**config.mk**
```make
export PLATFORM = sky130hd
export DESIGN_NAME = pipe_reg_reader
export DESIGN_NICKNAME = d
export VERILOG_FILES = /design/src/rtl/pipe_reg_reader_pkg.sv /design/src/rtl/pipe_reg_reader.sv
export SDC_FILE = /design/constraint.sdc
export NUM_CORES = 1
export LEC_CHECK = 0
export CAP_MARGIN = 20
export CORE_MARGIN = 4
export CORE_UTILIZATION = 56
export CTS_CLUSTER_DIAMETER = 150
export DETAILED_ROUTE_END_ITERATION = 8
export GPL_TIMING_DRIVEN = 0
export PLACE_DENSITY = 0.86
export SLEW_MARGIN = 20
export SYNTH_ARGS = -nofsm -noshare
export SYNTH_HDL_FRONTEND = slang
export SYNTH_SLANG_ARGS = --single-unit
```
**constraint.sdc**
```tcl
create_clock -name clk -period 22.8 [get_ports clk]
set_input_delay 3.42 -clock clk [delete_from_list [all_inputs] [get_ports clk]]
set_output_delay 3.42 -clock clk [all_outputs]
set_load 0.1 [all_outputs]
```
**src/rtl/pipe_reg_reader_pkg.sv**
```systemverilog
// Shared definitions for the MEM/WB pipeline-register reader.
// Holds the FSM state encoding, the byte width, the snapshot word
// indices and the bytes-per-word helpers used by pipe_reg_reader.
package pipe_reg_reader_pkg;

  // Width of one streamed byte.
  localparam int BYTE_WIDTH = 8;

  // Default pipeline-register word width and derived bytes per word.
  localparam int DEFAULT_DATA_WIDTH = 32;
  localparam int BYTES_PER_WORD     = DEFAULT_DATA_WIDTH / BYTE_WIDTH;

  // Snapshot word indices, in streaming order.
  localparam int CTRL      = 0;
  localparam int DATA      = 1;
  localparam int ALU       = 2;
  localparam int RD        = 3;
  localparam int NUM_WORDS = 4;

  // Streamer FSM states.
  typedef enum logic [1:0] {
    IDLE = 2'd0,
    SEND = 2'd1,
    DONE = 2'd2
  } state_t;

  // Number of bytes in a word of the given width.
  function automatic int bytes_per_word(input int data_width);
    return data_width / BYTE_WIDTH;
  endfunction

endpackage

```
**src/rtl/pipe_reg_reader.sv**
```systemverilog
// pipe_reg_reader
// Snapshots the MEM/WB pipeline register (ctrl, data, alu, rd) on a start
// request and streams it out one byte at a time to a ready/valid byte sink
// (typically a UART TX). Words go out in ctrl, data, alu, rd order, each
// word little-endian.
//
// Ports
//   clk         : clock, rising edge
//   i_rst       : synchronous active-high reset
//   i_start     : take a snapshot and start streaming (honoured in IDLE only)
//   i_ctrl      : MEM/WB control word
//   i_data      : MEM/WB data word
//   i_alu       : MEM/WB ALU result word
//   i_rd        : MEM/WB destination register word
//   i_tx_ready  : sink can accept a byte
//   o_tx_data   : byte presented to the sink
//   o_tx_valid  : o_tx_data is valid
//   o_busy      : a snapshot is being streamed (SEND and DONE)
//   o_done      : one-cycle pulse after the last byte is accepted
module pipe_reg_reader
  import pipe_reg_reader_pkg::*;
#(
  parameter int DATA_WIDTH = 32,
  parameter int NWORDS     = 4
) (
  input  logic                  clk,
  input  logic                  i_rst,
  input  logic                  i_start,
  input  logic [DATA_WIDTH-1:0] i_ctrl,
  input  logic [DATA_WIDTH-1:0] i_data,
  input  logic [DATA_WIDTH-1:0] i_alu,
  input  logic [DATA_WIDTH-1:0] i_rd,
  input  logic                  i_tx_ready,
  output logic [7:0]            o_tx_data,
  output logic                  o_tx_valid,
  output logic                  o_busy,
  output logic                  o_done
);

  localparam int BPW = bytes_per_word(DATA_WIDTH);
  localparam int BCW = (BPW > 1) ? $clog2(BPW) : 1;
  localparam int WCW = (NUM_WORDS > 1) ? $clog2(NUM_WORDS) : 1;
  localparam logic [BCW-1:0] LAST_BYTE = BCW'(BPW - 1);
  localparam logic [WCW-1:0] LAST_WORD = WCW'(NWORDS - 1);

  state_t                state;
  logic [DATA_WIDTH-1:0] snap [NUM_WORDS];
  logic [BCW-1:0]        byte_cnt;
  logic [WCW-1:0]        word_cnt;

  logic [BCW-1:0]        nxt_byte;
  logic [WCW-1:0]        nxt_word;
  logic                  last_xfer;
  logic [7:0]            nxt_tx_data;

  // Position and value of the byte that follows the one currently presented.
  // The byte register is loaded one transfer ahead so o_tx_data stays a
  // registered output without adding a cycle of latency.
  always_comb begin
    nxt_byte  = '0;
    nxt_word  = word_cnt;
    last_xfer = 1'b0;
    if (byte_cnt == LAST_BYTE) begin
      nxt_byte  = '0;
      nxt_word  = word_cnt + 1'b1;
      last_xfer = (word_cnt == LAST_WORD);
    end else begin
      nxt_byte  = byte_cnt + 1'b1;
      nxt_word  = word_cnt;
      last_xfer = 1'b0;
    end
    nxt_tx_data = snap[nxt_word][int'(nxt_byte) * BYTE_WIDTH +: BYTE_WIDTH];
  end

  // Streamer FSM with snapshot capture, counters and registered outputs.
  always_ff @(posedge clk) begin
    if (i_rst) begin
      state      <= IDLE;
      byte_cnt   <= '0;
      word_cnt   <= '0;
      for (int i = 0; i < NUM_WORDS; i++) begin
        snap[i] <= '0;
      end
      o_tx_data  <= 8'h00;
      o_tx_valid <= 1'b0;
      o_busy     <= 1'b0;
      o_done     <= 1'b0;
    end else begin
      case (state)
        IDLE: begin
          if (i_start) begin
            snap[CTRL] <= i_ctrl;
            snap[DATA] <= i_data;
            snap[ALU]  <= i_alu;
            snap[RD]   <= i_rd;
            byte_cnt   <= '0;
            word_cnt   <= '0;
            // First byte comes straight from the input so it is valid
            // in the cycle right after the start edge.
            o_tx_data  <= i_ctrl[BYTE_WIDTH-1:0];
            o_tx_valid <= 1'b1;
            o_busy     <= 1'b1;
            o_done     <= 1'b0;
            state      <= SEND;
          end else begin
            o_tx_valid <= 1'b0;
            o_busy     <= 1'b0;
            o_done     <= 1'b0;
            state      <= IDLE;
          end
        end
        SEND: begin
          if (i_tx_ready) begin
            if (last_xfer) begin
              o_tx_data  <= 8'h00;
              o_tx_valid <= 1'b0;
              o_done     <= 1'b1;
              state      <= DONE;
            end else begin
              byte_cnt   <= nxt_byte;
              word_cnt   <= nxt_word;
              o_tx_data  <= nxt_tx_data;
              state      <= SEND;
            end
          end else begin
            // Sink stalled: hold the presented byte.
            state <= SEND;
          end
        end
        DONE: begin
          o_done     <= 1'b0;
          o_busy     <= 1'b0;
          o_tx_valid <= 1'b0;
          state      <= IDLE;
        end
        default: begin
          o_tx_data  <= 8'h00;
          o_tx_valid <= 1'b0;
          o_busy     <= 1'b0;
          o_done     <= 1'b0;
          state      <= IDLE;
        end
      endcase
    end
  end

endmodule

```
==> flow_summary.yaml, run 1 <==
# yosys + openroad results
global_route:
  grt_use_met2_pct: 44.5
  grt_pass1_wl_um: 28800
  first_global_vias: 5456
  grt_max_degree: 33
  antenna_found_initial: 0
  grtUsageMet1_pct: 32.5
  global_route_overflow: 0
cells_and_area:
  areaGrowthSynthToFinish_pct: 31.6
  final_layout_size_suffix_gt1_share_pct: 8.30
  most_common_cell_after_layout_fill_and_taps_aside: "sky130_fd_sc_hd__clkdlybuf4s50_1"
  design.final.nets: 845
  antenna_cells: 0
  num-fill-cells: 784
  finish.instance_area_mm2: 0.00940
  fin_util_pct: 74.8
  most-common-layout-cells: "141 x sky130_fd_sc_hd__clkdlybuf4s50_1, 130 x sky130_fd_sc_hd__and2_1, 128 x sky130_fd_sc_hd__edfxtp_1"
route:
  drt-wirelength-per-cell_um: 21.4
  starting_drt_drc_count: 478
  detail_route.vias_per_cell: 5.87
  drt-pass1-iter-count: 6
  num_vias: 5253
  drcViolationCount: 0
  route.antenna.remaining_nets: 0
  drt_wl_total_um: 19100
synthesis:
  ys.warnings.count: 0
  yosys_most_used_dff: "sky130_fd_sc_hd__edfxtp_1"
  edff_count_synth: 128
  yosysTopAreaCellShare_pct: 53.8
  numSynthFlops: 145
  netlist_top_cells_count: "130 x sky130_fd_sc_hd__and2_1, 128 x sky130_fd_sc_hd__edfxtp_1, 90 x sky130_fd_sc_hd__mux2i_1, 51 x sky130_fd_sc_hd__a22oi_1, 17 x sky130_fd_sc_hd__dfxtp_1"
  synth-area-yosys_mm2: 0.00715
  mappedNetlistArea_mm2: 0.00715
  syn-num-nets: 680
  gate_count_post_synth: 546
  synth-seq-area-share_pct: 58.6
  synth-cells-yosys: 546
  synth_top_cell_by_count: "sky130_fd_sc_hd__and2_1"
  netlist-cell-type-count: 40
  yosysTopAreaCell: "sky130_fd_sc_hd__edfxtp_1"
final_timing:
  report.final.setup_viol: 0
  unrepaired_setup_endpoints_after_global_routing: "no"
  worst_slack_ns: 17.31
  timing.final.max_slew_violations: 0
  hold-worst-slack_ns: 0.461
  period_needed_ns: 5.49
  finalHoldViolCount: 0
  final.setup.tns_ns: 0
  timing.slew.headroom_pct: 34.3
  final_min_period_over_clock_period_pct: 24.1
  achievable-frequency_mhz: 182
clock_network:
  tritoncts: "built"
  cts.clk_slew.worst_paths_ns: 0.06
  cts.sinks: 145
  cts.repair_timing.setup_buffer_count: 0
  holdBufCountCts: 0
  cts_repair_resize_count: 0
  cts_root_cell: "sky130_fd_sc_hd__clkbuf_16"
  cts.htree.levels: 4
setup_path:
  crit_path_top_delay_cell: "sky130_fd_sc_hd__clkbuf_1"
  critical_path.top_delay_family: "buffers and inverters"
  critical_path_class: "input pin to flip-flop"
  critical_path_buf_inv_count: 3
  kind_of_end_point_of_the_critical_path: "flip-flop"
  critPathLaunchType: "input pin"
  critPathArrivalTime_ns: 5.78
  critPathMaxStageDelay_ns: 0.61
  worst-endpoint-required_ns: 23.08
  path_cells: "clkdlybuf4s50_1, nand2b_1, nor3_1, buf_1, clkbuf_1, and2_1"
floorplanning:
  fp-utilization_pct: 56.9
  die_w_um: 121
  dieArea_mm2: 0.0146
  core_area_mm2: 0.0126
  num_rows: 41
  chipHeight_um: 121
flow_run:
  drv.max_cap_violation_count: 0
  warnings: 26
min_path:
  holdCritPathClass: "flip-flop to flip-flop"
pwr:
  power.switching_fraction_pct: 23.5
  internal_power_uw: 503
  vdd.ir_drop.worst_mv: 0.0508
  switching_power_uw: 154
  clock_power_share_pct: 37.2
  power_frac_seq_pct: 49.5
  static-leakage-power_uw: 0.00341
placed_design:
  dp_wirelength_um: 13900
  placedInstanceArea_mm2: 0.00889
  place_ws_ns: 16.95
  routabilityCongestion: 0.906
outcome:
  status: "complete, no violations"
## run 1: registers in the layout (all words and copies together) (netlist names)
name and cells:
o_done 1, o_tx_valid 1, byte_cnt 2, snap 128
o_busy 1, o_tx_data 8, state 2, word_cnt 2
## run 1: final cells by class
| cell class | count | area [µm²] | area share [%] |
|---|---|---|---|
| Buffer | 39 | 221 | 2.35 |
| Clock buffer | 21 | 440 | 4.68 |
| Clock inverter | 10 | 70.1 | 0.745 |
| Inverter | 1 | 3.75 | 0.0399 |
| Multi-Input combinational cell | 361 | 2750 | 29.2 |
| Sequential cell | 145 | 4180 | 44.5 |
| Tap cell | 172 | 215 | 2.29 |
| Timing Repair Buffer | 146 | 1520 | 16.2 |
## run 1: path summary, 6_finish.rpt
check	start	depth (start not counted)	slack, ns	to
max	i_start	6	17.31	snap[3][5]
min	o_busy	1	0.46	o_busy
max reg2reg	state[1]	5	20.30	snap[3][5]
min reg2reg	o_busy	1	0.46	o_busy
## run 1: cell families after synthesis
kind of cell,share of synthesized area (%)
flip-flops,58.6
adder cells (fa/ha/maj),0.350
buffers and inverters,3.15
AND/OR/NAND/NOR,14.8
multiplexers,14.6
AND-OR/OR-AND,8.54
## run 1: metal layers
layer | vias up | wire, µm
met5 | - | 0
met4 | 0 | 685
met3 | 54 | 1630
met2 | 298 | 9560
met1 | 2523 | 7240
li1 | 2378 | -
## run 1: stage by stage
stage | power [µW] | instances
floorplan | 374 | 546
global placement | 413 | 859
detailed placement | 416 | 864
CTS | 657 | 895
global route | 676 | 895
finish | 657 | 895
## run 1: power groups by stage
stage | logic, µW | clock network [µW] | registers [µW]
finish | 87.1 | 245 | 326
global route | 92.1 | 257 | 327
CTS | 86.7 | 245 | 325
detailed placement | 86.1 | 0 | 330
global placement | 79.7 | 0 | 333
floorplan | 32.3 | 0 | 342
Figure 1. M4 wires (run 1).
Scale: 4 px per µm. Supply wires on this layer in gray. Cells faint in the background.
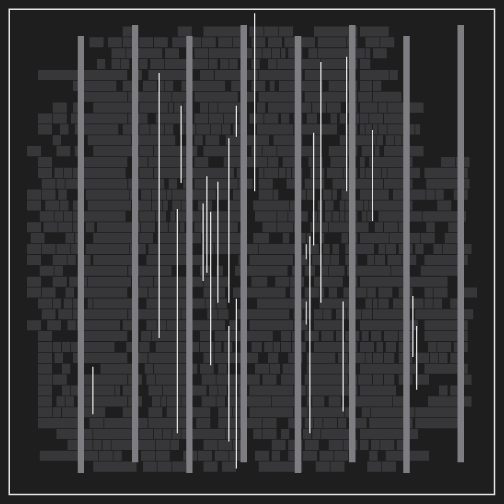
- wire length on this layer: 685 µm
- nets with wire on the layer: 18

Figure 2. Clock wiring as the flow saved it (run 1).
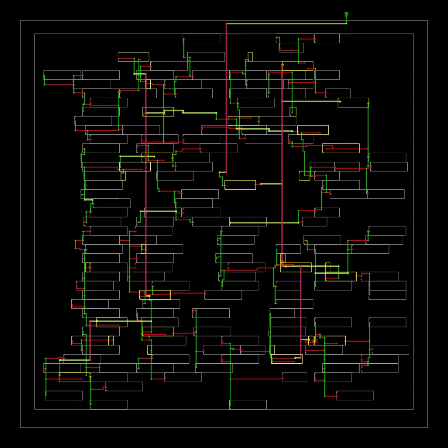
setup skew after layout: 0.00735 ns
Num CTS Buffers: 17
source-to-sink clock delay at the later pin of the worst-skew pair: 0.42 ns

Figure 3. Sequential cells grouped by signal name (run 1).
Scale: 4 px per µm.
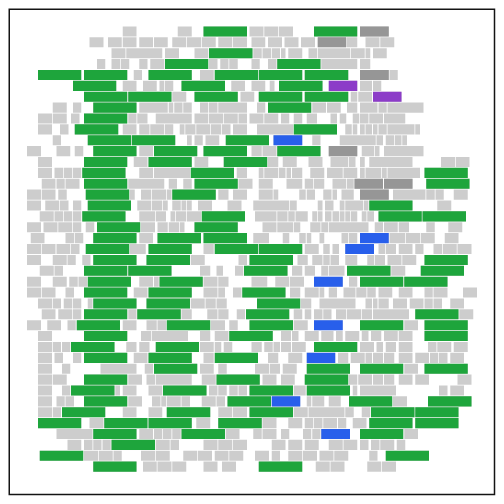
- blue: o_tx_data (flops 8)
- green: snap (flops 128; where all over the die)
- purple: state (flops 2)
- not colored: 7

Figure 4. Cell area per tile (run 1).
Scale: 3 px per µm. 12 x 12 tiles, from white (low) to dark blue (high), 0 to 100% covered.
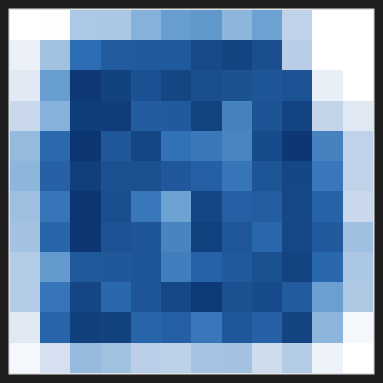
- nearly empty tiles: 5.6%
- mean over tiles: 63%
- fullest tile: 98%
- emptiest ninth of the die: top right

==> inputs of run 2 (changes only) <==
CORE_UTILIZATION = 52   (was 56)
PLACE_DENSITY = 0.81   (was 0.86)
clock period = 5.6 ns   (was 22.8 ns; I/O delays follow)
Figure 5. Cell area per tile (run 2).
Scale: 3 px per µm. 13 x 13 tiles, from white (low) to dark blue (high), 0 to 100% covered.
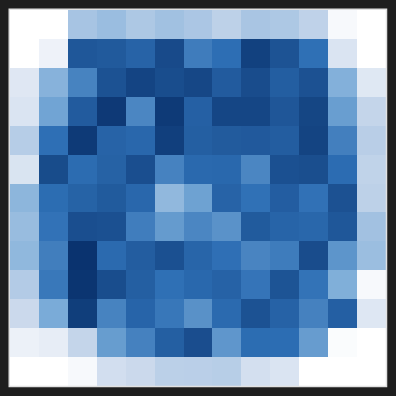
- nearly empty tiles: 6.5%
- tiles over 75% full: 45%
- fullest tile: 99%
- mean over tiles: 59%

==> run 2 against run 1 <==
Net effect: worst setup slack worse by 15 ns; total power grew to 4.3 times the previous value; worst hold slack worse by 0.0085 ns; flip-flop count stayed put; non-clock buffer count is 1 lower; clock skew decreased by 0.0020 ns; register-to-register slack got worse by 17 ns; via count grew 0.36%; routed wire length increased by 0.53%; synthesized area stayed put; clock power rose to 4.7 times the previous value; sequential share of layout area shrank 0.37 points.
==> flow_summary.yaml, run 2 <==
# yosys + openroad results
pwr:
  seq_cell_power_uw: 1320
  clock_power_share_pct: 40.8
  power.switching_fraction_pct: 22.9
  maxPowerGroup: "registers"
  power.combinational.total_uw: 352
  p_total_uw: 2830
  clock_net_power_uw: 1160
  switching_power_uw: 647
  internal_power_uw: 2180
  vdd.ir_drop.worst_mv: 0.225
final_timing:
  final_min_period_over_clock_period_pct: 52.4
  final.setup.tns_ns: 0
  hold-worst-slack_ns: 0.452
  clock_skew_ns: 0.00536
  timing.slew.headroom_pct: 34.5
  timing.final.max_slew_violations: 0
  achievable-frequency_mhz: 341
flow_run:
  warnings: 26
  drv.max_cap_violation_count: 0
cells_and_area:
  design.final.nets: 844
  final_layout_size_suffix_gt1_share_pct: 9.13
  largest_register_ff_count: 128
  finish.instance_area_mm2: 0.00948
  most-common-layout-cells: "141 x sky130_fd_sc_hd__clkdlybuf4s50_1, 130 x sky130_fd_sc_hd__and2_1, 128 x sky130_fd_sc_hd__edfxtp_1"
  num-fill-cells: 937
  registers.top_by_ff_count: "snap"
  most_common_cell_after_layout_fill_and_taps_aside: "sky130_fd_sc_hd__clkdlybuf4s50_1"
  antenna_cells: 0
global_route:
  grt_use_met2_pct: 40.9
  global_route_overflow: 0
  grt_max_degree: 33
  antenna_found_initial: 0
  first_global_vias: 5493
  grtUsageMet1_pct: 30.7
synthesis:
  netlist-cell-type-count: 40
  yosysTopAreaCell: "sky130_fd_sc_hd__edfxtp_1"
  synth_top_cell_by_count: "sky130_fd_sc_hd__and2_1"
  ys.warnings.count: 0
  mappedNetlistArea_mm2: 0.00715
  edff_count_synth: 128
  synth-seq-area-share_pct: 58.6
  yosys_most_used_dff: "sky130_fd_sc_hd__edfxtp_1"
  syn-num-nets: 680
  netlist_top_cells_count: "130 x sky130_fd_sc_hd__and2_1, 128 x sky130_fd_sc_hd__edfxtp_1, 90 x sky130_fd_sc_hd__mux2i_1, 51 x sky130_fd_sc_hd__a22oi_1, 17 x sky130_fd_sc_hd__dfxtp_1"
  synth-cells-yosys: 546
  synth-area-yosys_mm2: 0.00715
  gate_count_post_synth: 546
floorplanning:
  num_rows: 42
  die_w_um: 125
  chipHeight_um: 125
  core_area_mm2: 0.0133
  dieArea_mm2: 0.0157
  fp-utilization_pct: 53.5
clock_network:
  cts.sinks: 145
  cts.repair_timing.setup_buffer_count: 0
  holdBufCountCts: 0
  tritoncts: "built"
  cts-buffers-inserted: 17
  cts.htree.levels: 4
  cts.clk_slew.worst_paths_ns: 0.06
route:
  drt-wirelength-per-cell_um: 21.4
  drt_wl_total_um: 19200
  starting_drt_drc_count: 574
  num_vias: 5272
  route.antenna.remaining_nets: 0
outcome:
  status: "complete, no violations"
setup_path:
  path_cells: "clkdlybuf4s50_1, nand2b_1, nor3_1, buf_1, clkbuf_1, and2_1"
  levels_on_crit_path: 6
  worst-endpoint-required_ns: 5.88
  startpoint: "i_start"
  worst-r2r-cell-count: 5
  kind_of_end_point_of_the_critical_path: "flip-flop"
  crit_path_top_delay_cell: "sky130_fd_sc_hd__clkbuf_1"
  critical_path_class: "input pin to flip-flop"
  critPathArrivalTime_ns: 3.22
  critPathMaxStageDelay_ns: 0.63
  critical_path_buf_inv_count: 3
placed_design:
  routabilityCongestion: 0.873
  dp_wirelength_um: 13700
## run 2: cell counts after synthesis
Identical to the previous run, type by type.
## run 2: how the worst min path moves through the flow
stage / from / end / depth (start not counted)
final: o_busy / o_busy / 1
after global routing: o_busy / o_busy / 1
after CTS: o_busy / o_busy / 1
after detailed placement: o_busy / o_busy / 1
after global placement: o_busy / o_busy / 1
after floorplan: byte_cnt[1] / byte_cnt[1] / 2
## run 2: through the flow
| stage | setup slack, ns | cells | utilization (%) |
|---|---|---|---|
| after floorplan | 0.872 | 546 | - |
| after global placement | -0.670 | 863 | 65.8 |
| after detailed placement | 2.33 | 867 | 66.6 |
| after CTS | 2.73 | 899 | 71.0 |
| after global routing | 2.61 | 899 | 71.0 |
| final | 2.66 | 899 | 71.0 |
## run 2: kinds of logic (layout without fill, tap and decap cells)
| family | after synthesis | after routing | synth area share, % |
|---|---|---|---|
| buffers and inverters | 40 | 217 | 3.15 |
| DFF | 145 | 145 | 58.6 |
| AOI/OAI and AO/OA | 83 | 83 | 8.54 |
| adders and majority gates | 2 | 2 | 0.350 |
| muxes | 99 | 99 | 14.6 |
| and+or+nand+nor | 177 | 177 | 14.8 |
## run 2: final cells by class
cell class / count / area [µm²] / share of cell area (%)
sequential: 145 / 4180 / 44.1
multi-input combinational: 361 / 2750 / 29.0
timing repair buffer: 145 / 1510 / 15.9
clock buffer: 18 / 429 / 4.53
buffer: 39 / 221 / 2.34
tap: 176 / 220 / 2.32
clock inverter: 14 / 170 / 1.79
inverter: 1 / 3.75 / 0.0396
## run 2: routing by layer
layer,part of all wire (%),routed length (µm),vias to the layer above
li1,-,-,2380
met1,40,7630,2571
met2,50,9540,278
met3,7.5,1450,43
met4,3.1,600,0
met5,0,0,-
==> inputs of run 3 (changes only) <==
CORE_UTILIZATION = 47   (was 52)
PLACE_DENSITY = 0.77   (was 0.81)
clock period = 2.38 ns   (was 5.6 ns; I/O delays follow)
Figure 6. Clock wiring as the flow saved it (run 3).
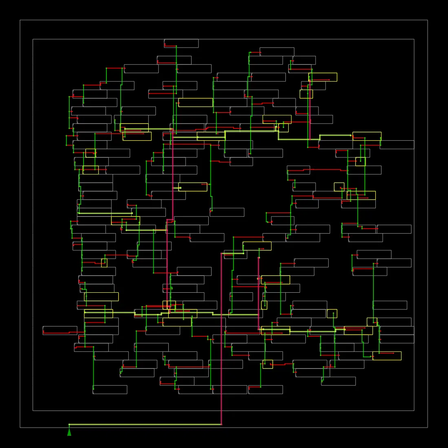
setup skew after layout: 0.00827 ns
# clock sinks: 145
number of clock-tree buffers in the layout: 19
registers: 145

==> run 3 against run 2 <==
Net effect: clock skew rose by 0.0029 ns; worst setup slack got worse by 2.6 ns; critical path type is now flip-flop to primary output; final area increased by 0.58%; worst hold slack lost 0.14 ns.
==> flow_summary.yaml, run 3 <==
# yosys + openroad results
final_timing:
  final_min_period_over_clock_period_pct: 97.1
  worst_slack_ns: 0.0695
  report.final.setup_viol: 0
  achievable-frequency_mhz: 433
  unrepaired_setup_endpoints_after_global_routing: "no"
  period_needed_ns: 2.31
  finalHoldViolCount: 0
synthesis:
  synth-seq-area-share_pct: 58.6
  netlist_top_cells_count: "130 x sky130_fd_sc_hd__and2_1, 128 x sky130_fd_sc_hd__edfxtp_1, 90 x sky130_fd_sc_hd__mux2i_1, 51 x sky130_fd_sc_hd__a22oi_1, 17 x sky130_fd_sc_hd__dfxtp_1"
  synth_top_cell_by_count: "sky130_fd_sc_hd__and2_1"
  gate_count_post_synth: 546
  netlist-cell-type-count: 40
  synth-cells-yosys: 546
  ys.warnings.count: 0
  yosys_most_used_dff: "sky130_fd_sc_hd__edfxtp_1"
placed_design:
  routabilityCongestion: 0.903
  dp_wirelength_um: 13900
  placedInstanceArea_mm2: 0.00894
clock_network:
  cts-buffers-inserted: 17
  cts.clk_slew.worst_paths_ns: 0.06
  clk_latency_ns: 0.43
  cts_root_cell: "sky130_fd_sc_hd__clkbuf_16"
  cts.repair_timing.setup_buffer_count: 0
cells_and_area:
  final_layout_size_suffix_gt1_share_pct: 10.1
  registers.top_by_ff_count: "snap"
  final_cell_count_no_fill: 908
  antenna_cells: 0
  most_common_cell_after_layout_fill_and_taps_aside: "sky130_fd_sc_hd__clkdlybuf4s50_1"
  design.final.nets: 845
route:
  routed-wl-met3_um: 1410
  highest_signal_layer_in_the_routed_design: "met4"
  drt_wl_total_um: 19000
  num_vias: 5133
  drt-wirelength-per-cell_um: 20.9
  detail_route.vias_per_cell: 5.65
  route.antenna.remaining_nets: 0
  wl_met2_um: 9580
  drcViolationCount: 0
min_path:
  min_to: "word_cnt[0]"
  holdCritPathClass: "input pin to flip-flop"
global_route:
  antenna_found_initial: 0
floorplanning:
  die_w_um: 131
  fp-utilization_pct: 48.6
setup_path:
  timing.rr.start: "word_cnt[1]"
  worst-endpoint-required_ns: 2.02
  levels_on_crit_path: 1
  critical_path_class: "flip-flop to primary output"
  critPathMaxStageDelay_ns: 1.15
outcome:
  status: "complete, no violations"
flow_run:
  drv.max_cap_violation_count: 0
[run 3: how the worst max path moves through the flow]
stage	startpoint	endpoint	slack (ns)
after floorplan	state[1]	snap[0][0]	-0.48
after global placement	i_start	snap[2][18]	-1.58
after global routing	i_start	snap[3][3]	0.00006
final	o_tx_data[3]	o_tx_data[3]	0.07
after detailed placement	i_start	snap[3][3]	-0.34
after CTS	o_tx_data[7]	o_tx_data[7]	0.05
[run 3: layout make-up]
| type | instances | area share (%) |
|---|---|---|
| sequential | 145 | 43.9 |
| multi-input combinational | 361 | 28.9 |
| timing repair buffer | 146 | 16.2 |
| clock buffer | 19 | 4.64 |
| tap | 184 | 2.41 |
| buffer | 39 | 2.32 |
| clock inverter | 13 | 1.57 |
| inverter | 1 | 0.0394 |
[run 3: where the power goes]
part | total [µW] | leakage [µW] | internal, µW | switching (µW)
sequential | 3110 | 0.00152 | 3010 | 101
combinational | 831 | 0.00165 | 409 | 422
clock | 2690 | 0.000291 | 1590 | 1100
[run 3: metal layers]
| metal | track usage [%] | vias up |
|---|---|---|
| met5 | 0 | - |
| li1 | - | 2380 |
| met2 | 38.2 | 240 |
| met4 | 9.74 | 0 |
| met3 | 5.54 | 36 |
| met1 | 26.8 | 2477 |
[run 3: logic make-up (layout without fill, tap and decap cells)]
kind of cell	after synthesis	in the layout	synth area share [%]
AND-OR/OR-AND	83	83	8.54
adder cells (fa/ha/maj)	2	2	0.350
buffers and inverters	40	218	3.15
flip-flops	145	145	58.6
multiplexers	99	99	14.6
AND/OR/NAND/NOR	177	177	14.8

==> gallery <==
Routed metal, one color a layer.
Scale: 4 px per µm.
picture 1
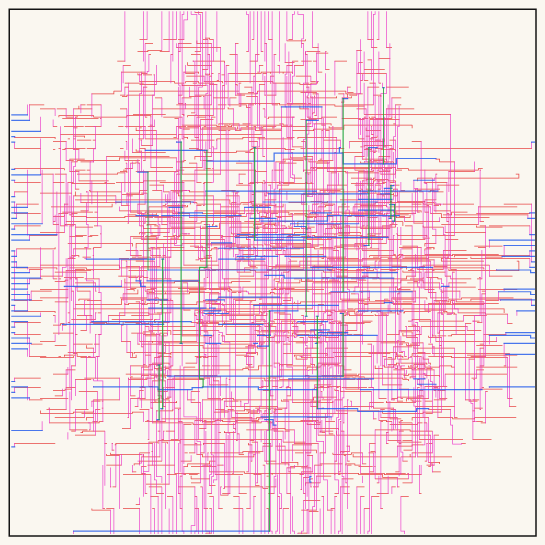
picture 2
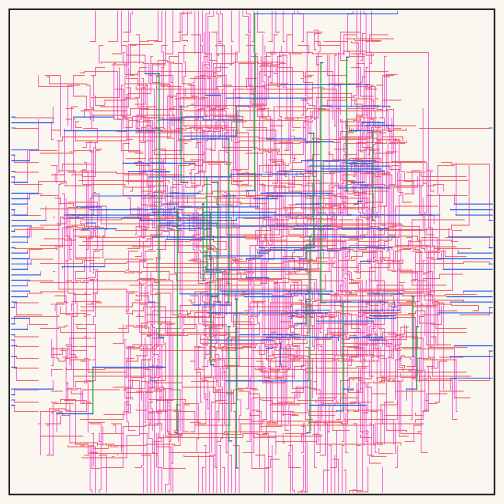
picture 3
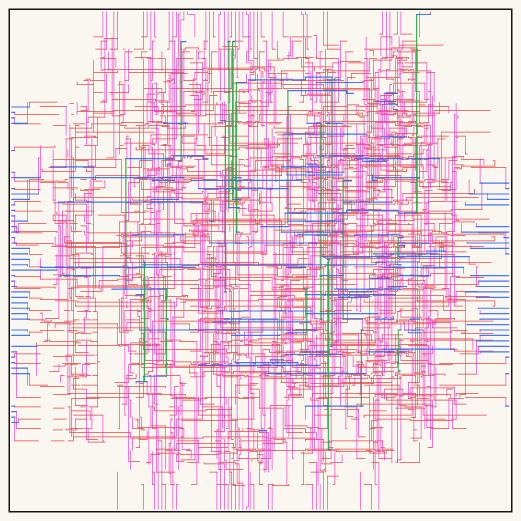
- picture 2 = run 1
- picture 3 = run 2
- picture 1 = run 3

Power figures rest on the tool's default switching activity, not on a simulated workload.
